**Run 1: wiring heat map**

Drawn at 3 px/um. 27 x 27 tiles, from white (low) to dark blue (high), scaled to the fullest tile. Values are wire area over tile area, all layers added.
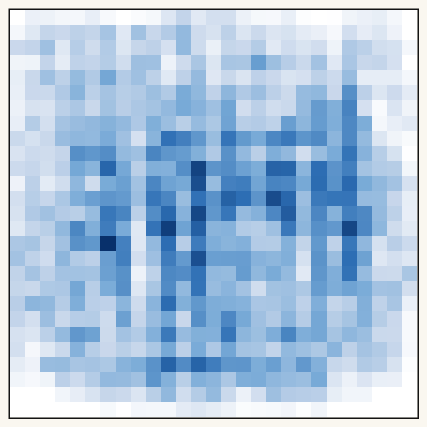
**Run 1: gate-type map**

Drawn at 3 px/um.
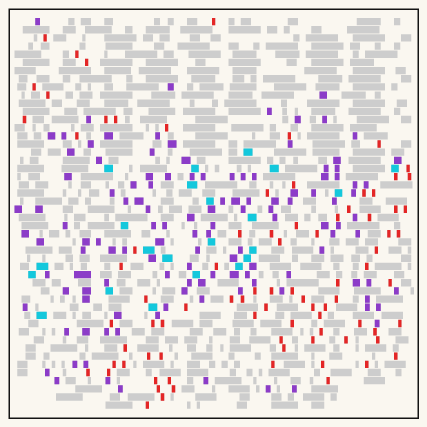
**Run 1: clock wires, drivers and flops**

Drawn at 3 px/um.
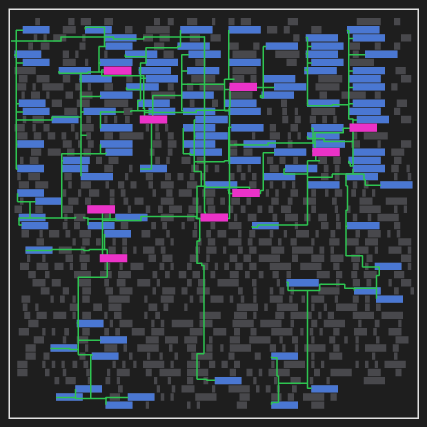
==> src/rtl/calc_pipe.sv <==
// calc_pipe: one-cycle add/sub/mul and W-cycle restoring divide,
// results queued in a DEPTH-entry in-order FIFO with valid/stall handshakes.
module calc_pipe #(
   parameter int W     = 8,
   parameter int DEPTH = 4
) (
   input  logic           clk,
   input  logic           rstn,
   input  logic [W-1:0]   inpA,
   input  logic [W-1:0]   inpB,
   input  logic [1:0]     inpOpType,
   input  logic           iValid,
   output logic           iStall,
   output logic [2*W-1:0] outC,
   output logic           outErr,
   output logic           oValid,
   input  logic           oStall
);

   localparam int AW = $clog2(DEPTH);
   localparam int CW = AW + 1;
   localparam int IW = $clog2(W);

   localparam logic [IW-1:0] LAST = IW'(W - 1);
   localparam logic [CW-1:0] FULL = CW'(DEPTH);

   localparam logic [1:0] OP_ADD = 2'b00;
   localparam logic [1:0] OP_SUB = 2'b01;
   localparam logic [1:0] OP_MUL = 2'b10;
   localparam logic [1:0] OP_DIV = 2'b11;

   typedef enum logic [1:0] {
      IDLE,
      EXEC,
      DIV
   } state_t;

   state_t state;
   state_t state_nxt;

   logic [IW-1:0]  iter;
   logic [W-1:0]   a_r;
   logic [W-1:0]   b_r;
   logic [1:0]     op_r;
   logic [W-1:0]   rem_r;

   logic [CW-1:0]  cnt;
   logic [AW-1:0]  wptr;
   logic [AW-1:0]  rptr;

   logic [2*W-1:0] mem_c [DEPTH];
   logic           mem_e [DEPTH];

   logic           occ;
   logic [CW-1:0]  fill;
   logic           last_div;
   logic           accept;
   logic           pop;
   logic           push;
   logic [2*W-1:0] res;
   logic           res_err;

   logic [W:0]     shifted;
   logic           ge;
   logic [W-1:0]   rem_n;
   logic [W-1:0]   quo_n;

   logic [2*W-1:0] ext_a;
   logic [2*W-1:0] ext_b;

   // Stall counts the in-flight op as already holding a FIFO slot,
   // so every push is guaranteed room.
   assign occ      = (state != IDLE);
   assign fill     = cnt + CW'(occ);
   assign last_div = (state == DIV) && (iter == LAST);
   assign iStall   = ((state == DIV) && !last_div) || (fill >= FULL);
   assign accept   = iValid && !iStall;

   assign oValid   = (cnt != '0);
   assign pop      = oValid && !oStall;
   assign outC     = oValid ? mem_c[rptr] : '0;
   assign outErr   = oValid ? mem_e[rptr] : 1'b0;

   // a_r doubles as the quotient shift register while dividing
   assign shifted  = {rem_r, a_r[W-1]};
   assign ge       = (shifted >= {1'b0, b_r});
   assign rem_n    = ge ? (shifted[W-1:0] - b_r) : shifted[W-1:0];
   assign quo_n    = {a_r[W-2:0], ge};

   assign ext_a    = {{W{1'b0}}, a_r};
   assign ext_b    = {{W{1'b0}}, b_r};

   always_comb begin
      push    = 1'b0;
      res     = '0;
      res_err = 1'b0;
      unique case (1'b1)
         (state == EXEC): begin
            push = 1'b1;
            unique case (op_r)
               OP_ADD:  res = ext_a + ext_b;
               OP_SUB:  res = ext_a - ext_b;
               OP_MUL:  res = ext_a * ext_b;
               default: res_err = 1'b1;
            endcase
         end
         (state == DIV): begin
            push = last_div;
            res  = {rem_n, quo_n};
         end
         default: begin
            push = 1'b0;
         end
      endcase
   end

   always_comb begin
      state_nxt = state;
      if (accept) begin
         if ((inpOpType == OP_DIV) && (inpB != '0)) begin
            state_nxt = DIV;
         end else begin
            state_nxt = EXEC;
         end
      end else if (push) begin
         state_nxt = IDLE;
      end
   end

   always_ff @(posedge clk or negedge rstn) begin
      if (!rstn) begin
         state <= IDLE;
         iter  <= '0;
         a_r   <= '0;
         b_r   <= '0;
         op_r  <= OP_ADD;
         rem_r <= '0;
      end else begin
         state <= state_nxt;
         if (accept) begin
            a_r   <= inpA;
            b_r   <= inpB;
            op_r  <= inpOpType;
            rem_r <= '0;
            iter  <= '0;
         end else if (state == DIV) begin
            a_r   <= quo_n;
            rem_r <= rem_n;
            iter  <= iter + IW'(1);
         end
      end
   end

   always_ff @(posedge clk or negedge rstn) begin
      if (!rstn) begin
         cnt  <= '0;
         wptr <= '0;
         rptr <= '0;
      end else begin
         if (push) begin
            wptr <= wptr + AW'(1);
         end
         if (pop) begin
            rptr <= rptr + AW'(1);
         end
         if (push && !pop) begin
            cnt <= cnt + CW'(1);
         end else if (pop && !push) begin
            cnt <= cnt - CW'(1);
         end
      end
   end

   always_ff @(posedge clk) begin
      if (push) begin
         mem_c[wptr] <= res;
         mem_e[wptr] <= res_err;
      end
   end

endmodule

==> config.mk <==
export PLATFORM = sky130hd
export DESIGN_NAME = calc_pipe
export DESIGN_NICKNAME = d
export VERILOG_FILES = /design/src/rtl/calc_pipe.sv
export SDC_FILE = /design/constraint.sdc
export NUM_CORES = 1
export LEC_CHECK = 0
export CAP_MARGIN = 20
export CELL_PAD_IN_SITES_DETAIL_PLACEMENT = 2
export CELL_PAD_IN_SITES_GLOBAL_PLACEMENT = 2
export CORE_UTILIZATION = 44
export DETAILED_ROUTE_END_ITERATION = 8
export PLACE_DENSITY_LB_ADDON = 0.1
export SYNTH_ARGS = -nofsm -noshare
export SYNTH_HDL_FRONTEND = slang
export SYNTH_SLANG_ARGS = --single-unit
==> constraint.sdc <==
create_clock -name clk -period 9.95 [get_ports clk]
set_input_delay 0.995 -clock clk [delete_from_list [all_inputs] [get_ports clk]]
set_output_delay 0.995 -clock clk [all_outputs]
set_load 0.02 [all_outputs]
==> flow_metrics.py, run 1 <==
# Generated from Yosys and OpenROAD reports
metrics = {
    "outcome": {
        "status": "complete, no violations",
    },
    "final_timing": {
        "setup_viol": 0,
        "final.period_utilization_pct": 53.63,
        "skew_ns": 0.02722,
        "final.setup.tns_ns": 0,
        "slew_viol_final": 0,
    },
    "logic_synthesis": {
        "top_logic_kind": "adder cells",
        "common_cells": "83 x inv_1, 71 x ha_1, 68 x edfxtp_1",
        "yosys_cells": 747,
        "synth_cell_types": 66,
        "ys_sh_simple_pct": 14.17,
        "synth-edff-count": 68,
        "ys_sh_xor_pct": 2.558,
        "top_area_cell": "edfxtp_1",
        "synth_warnings": 0,
        "yosysTopAreaCellShare_pct": 25.93,
        "synthTopCellsByArea": "edfxtp_1 26%, dfrtp_1 12%, ha_1 11%",
        "synth_area_mm2": 0.007876,
        "synthAoiAreaFrac_pct": 11.82,
        "ys_seq_share_pct": 38.00,
        "numSynthFlops": 106,
    },
    "finish": {
        "largest_reg_flops": 64,
        "seq_share_pct": 33.98,
        "top_register": "mem_c",
        "fin_nets": 912,
        "ff_count": 106,
        "combGateArea_mm2": 0.004476,
        "syn_to_final_growth_pct": 11.83,
        "dominant_cells": "combinational gates",
        "fill_cells": 1742,
        "buf_share_pct": 5.142,
        "fin_util_pct": 50.57,
    },
    "floorplan": {
        "die_h_um": 135.8,
        "ios": 41,
        "nWellTaps": 225,
        "fp.coreArea_mm2": 0.01742,
        "fp_util_pct": 45.22,
    },
    "setup_path": {
        "ff2ff_path_depth": 16,
        "r2r-end": "mem_c[3][15]",
        "max_stage_delay_ns": 0.61,
        "path_class": "reg -> reg",
        "crit_path_top_delay_cell": "dfrtp_1",
        "crit_path_end_kind": "flip-flop",
        "crit_chain": "ha_1 > inv_1 > fa_1 > inv_1 > ha_1 > inv_1 > fa_1 > fa_1 > inv_1 > ha_1 > o21ai_0 > o21ai_1 > a211o_1 > o31ai_1 > xnor2_1 > o221ai_1",
        "cp_max_fo": 11,
        "worstPathArrival_ns": 5.40,
        "crit_top_cell": "inv_1",
        "worst-path-stages": 16,
        "crit_path_start": "a_r[3]",
    },
    "global_routing": {
        "antenna_found_initial": 0,
        "grt_pass1_vias": 6908,
        "met3_usage_pct": 5.537,
        "grt_max_degree": 47,
        "top_usage_layer": "met2",
        "grt_pass1_wl_mm": 40.96,
        "overflow": 0,
    },
    "clock_network": {
        "clkTransAtPathRegs_ns": 0.10,
        "cts_sinks": 106,
        "clk_path_buf_depth": 2,
        "cts_root_buf": "clkbuf_16",
        "cts_tree": "built",
        "cts_buffers": 9,
        "postCtsHoldBufs": 0,
    },
    "place": {
        "dpl.hpwl_mm": 19.88,
        "portBuffers": 40,
    },
    "detailed_routing": {
        "detail_route.vias_per_cell": 5.934,
        "drt_iter0_markers": 323,
        "met1_length_mm": 11.00,
        "antenna_left": 0,
        "dr.pass1.iters": 4,
    },
}
## Picture notes: 'wiring heat map'
mean over tiles	0.23
tiles over half the peak	21%
nearly empty tiles	4.3%
fullest tile	0.65
densest ninth of the die	middle
Routed Wire Length: 26.72 mm
wire length per cell: 26.49 um
detailed-route via count: 5,987
total track usage: 30.80%

## Picture notes: 'gate-type map'
color	family	cells
purple	aoi and oai cells	125
cyan	non-inverting ao/oa cells	22
red	inv cells	84
Comb area share: 50.81%
Layout Cells excl Fill: 1,009
most frequent logic cell in the layout: inv_1

## Picture notes: 'clock wires, drivers and flops'
[green] clock wires | length: 1,550 um
[blue] flip-flops | count: 106
[magenta] clock drivers | count: 9
routed clock nets	10

-- run 1: stage by stage --
stage	hold WS [ns]	area [um2]	setup slack, ns
floorplan	0.4814	7876	5.281
global placement	0.5072	8491	5.032
detailed placement	0.5404	8491	4.855
CTS	0.5547	8781	4.680
global route	0.4551	8808	4.429
finish	0.4505	8808	4.613
==> run 1 -> run 2 <==
--- a/config.mk
+++ b/config.mk
@@ -8,7 +8,7 @@
 export CAP_MARGIN = 20
 export CELL_PAD_IN_SITES_DETAIL_PLACEMENT = 2
 export CELL_PAD_IN_SITES_GLOBAL_PLACEMENT = 2
-export CORE_UTILIZATION = 44
+export CORE_UTILIZATION = 37
 export DETAILED_ROUTE_END_ITERATION = 8
 export PLACE_DENSITY_LB_ADDON = 0.1
 export SYNTH_ARGS = -nofsm -noshare
==> constraint.sdc (replaced) <==
create_clock -name clk -period 4.6 [get_ports clk]
set_input_delay 0.46 -clock clk [delete_from_list [all_inputs] [get_ports clk]]
set_output_delay 0.46 -clock clk [all_outputs]
set_load 0.02 [all_outputs]
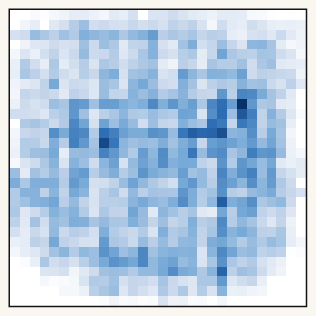
**Above:** run 2 (wiring heat map).
Drawn at 2 px/um. 30 x 30 tiles, from white (low) to dark blue (high), scaled to the fullest tile. Values are wire area over tile area, all layers added.
tiles over half the peak	14%
mean over tiles	0.19
fullest tile	0.62
nearly empty tiles	7.7%

==> run 2 against run 1 <==
Effect of this change:
- non-clock buffer count up 71
- area after synthesis unchanged
- via count grew 3.4%
==> flow_metrics.py, run 2 <==
# Generated from Yosys and OpenROAD reports
metrics = {
    "outcome": {
        "status": "complete, no violations",
    },
    "finish": {
        "fin_cells": 1130,
        "combGateArea_mm2": 0.004816,
        "fill_cells": 2214,
        "layout_top_cell": "inv_1",
        "drive_gt1_share_pct": 22.92,
        "seq_share_pct": 30.71,
        "largest_reg_flops": 64,
        "ff_count": 106,
        "dominant_cells": "combinational gates",
        "syn_to_final_growth_pct": 24.37,
        "sh_comb_area_pct": 49.16,
        "buf_share_pct": 10.41,
        "fin_nets": 983,
    },
    "logic_synthesis": {
        "yosys_cells": 747,
        "top_logic_kind": "adder cells",
        "common_cells": "83 x inv_1, 71 x ha_1, 68 x edfxtp_1",
        "synth_area_mm2": 0.007876,
        "synth.net_count": 880,
        "synth_cell_types": 66,
        "ys_sh_xor_pct": 2.558,
        "synth-edff-count": 68,
        "synthTopCellsByArea": "edfxtp_1 26%, dfrtp_1 12%, ha_1 11%",
        "numSynthFlops": 106,
        "synthAoiAreaFrac_pct": 11.82,
        "ys_seq_share_pct": 38.00,
        "synth_warnings": 0,
    },
    "place": {
        "dpl.hpwl_mm": 20.42,
        "dp_slack_ns": -0.2851,
    },
    "detailed_routing": {
        "detail_route.vias_per_cell": 5.478,
        "drt_iter0_markers": 295,
        "wl_mm": 27.33,
        "routedWlPerCell_um": 24.19,
        "dr.pass1.iters": 5,
        "antenna_left": 0,
    },
    "final_timing": {
        "final.setup.tns_ns": 0,
        "slew_viol_final": 0,
        "final.period_utilization_pct": 99.02,
        "setup_viol": 0,
        "hold_ws_ns": 0.2669,
    },
    "clock_network": {
        "cts_tree": "built",
        "cts_sinks": 106,
        "postCtsHoldBufs": 0,
        "clk_path_buf_depth": 2,
        "cts_root_buf": "clkbuf_16",
        "clkTransAtPathRegs_ns": 0.08,
        "cts_buffers": 9,
    },
    "setup_path": {
        "crit_chain": "buf_6 > ha_4 > fa_1 > fa_1 > fa_1 > inv_2 > fa_1 > inv_2 > ha_4 > a211o_1 > o2111ai_4 > nand2_2 > a311o_1 > o311ai_4",
        "r2r-start": "b_r[4]",
        "crit_path_end_kind": "flip-flop",
        "worst-path-stages": 14,
        "path_class": "reg -> reg",
        "crit_top_cell": "fa_1",
        "max_stage_delay_ns": 0.52,
        "crit_path_top_delay_cell": "fa_1",
        "r2r-end": "mem_c[0][14]",
        "ff2ff_path_depth": 14,
        "cp_max_fo": 5,
    },
    "floorplan": {
        "die_h_um": 147.9,
        "fp.coreArea_mm2": 0.02096,
    },
    "global_routing": {
        "grt.total_usage_pct": 25.86,
        "grt_max_degree": 39,
        "overflow": 0,
        "grt_pass1_vias": 7063,
        "antenna_found_initial": 0,
        "grt_pass1_wl_mm": 41.87,
    },
}
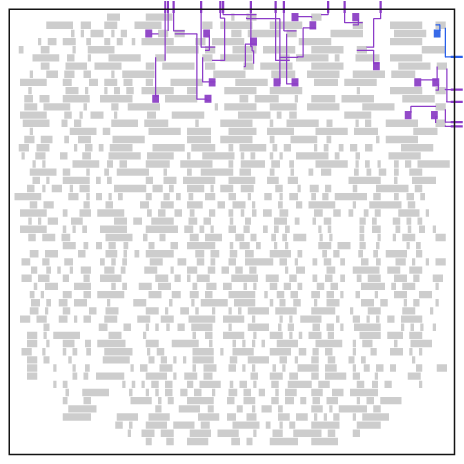
**Above:** run 2 (port wiring).
Drawn at 3 px/um.
color	port	direction	edge	end cells	buffers	wire
purple	`outC`	output	12 top, 4 right	16	16	394 um
blue	`outErr`	output	right	1	1	15.6 um
Ports: 41
PortBufs: 40

## run 2: per-layer routing
metal | GRT usage, % | part of all wire (%)
met3 | 3.086 | 2.6
met5 | 0 | 0
met4 | 6.495 | 2.1
met1 | 30.69 | 41
met2 | 49.08 | 54
## run 2: stage by stage
step | instance area, um2 | util (%)
detailed placement | 8964 | 42.78
CTS | 9468 | 45.18
global route | 9796 | 46.75
floorplan | 7883 | -
global placement | 8964 | 42.78
finish | 9796 | 46.75
## run 2: what timing repair did
action                     in CTS  in global routing
hold endpoints to repair        0                  0
cloned                          0                  0
resized                        37                 60
setup endpoints to repair      32                 36
pin swaps                      11                 44
setup buffers                   7                 15
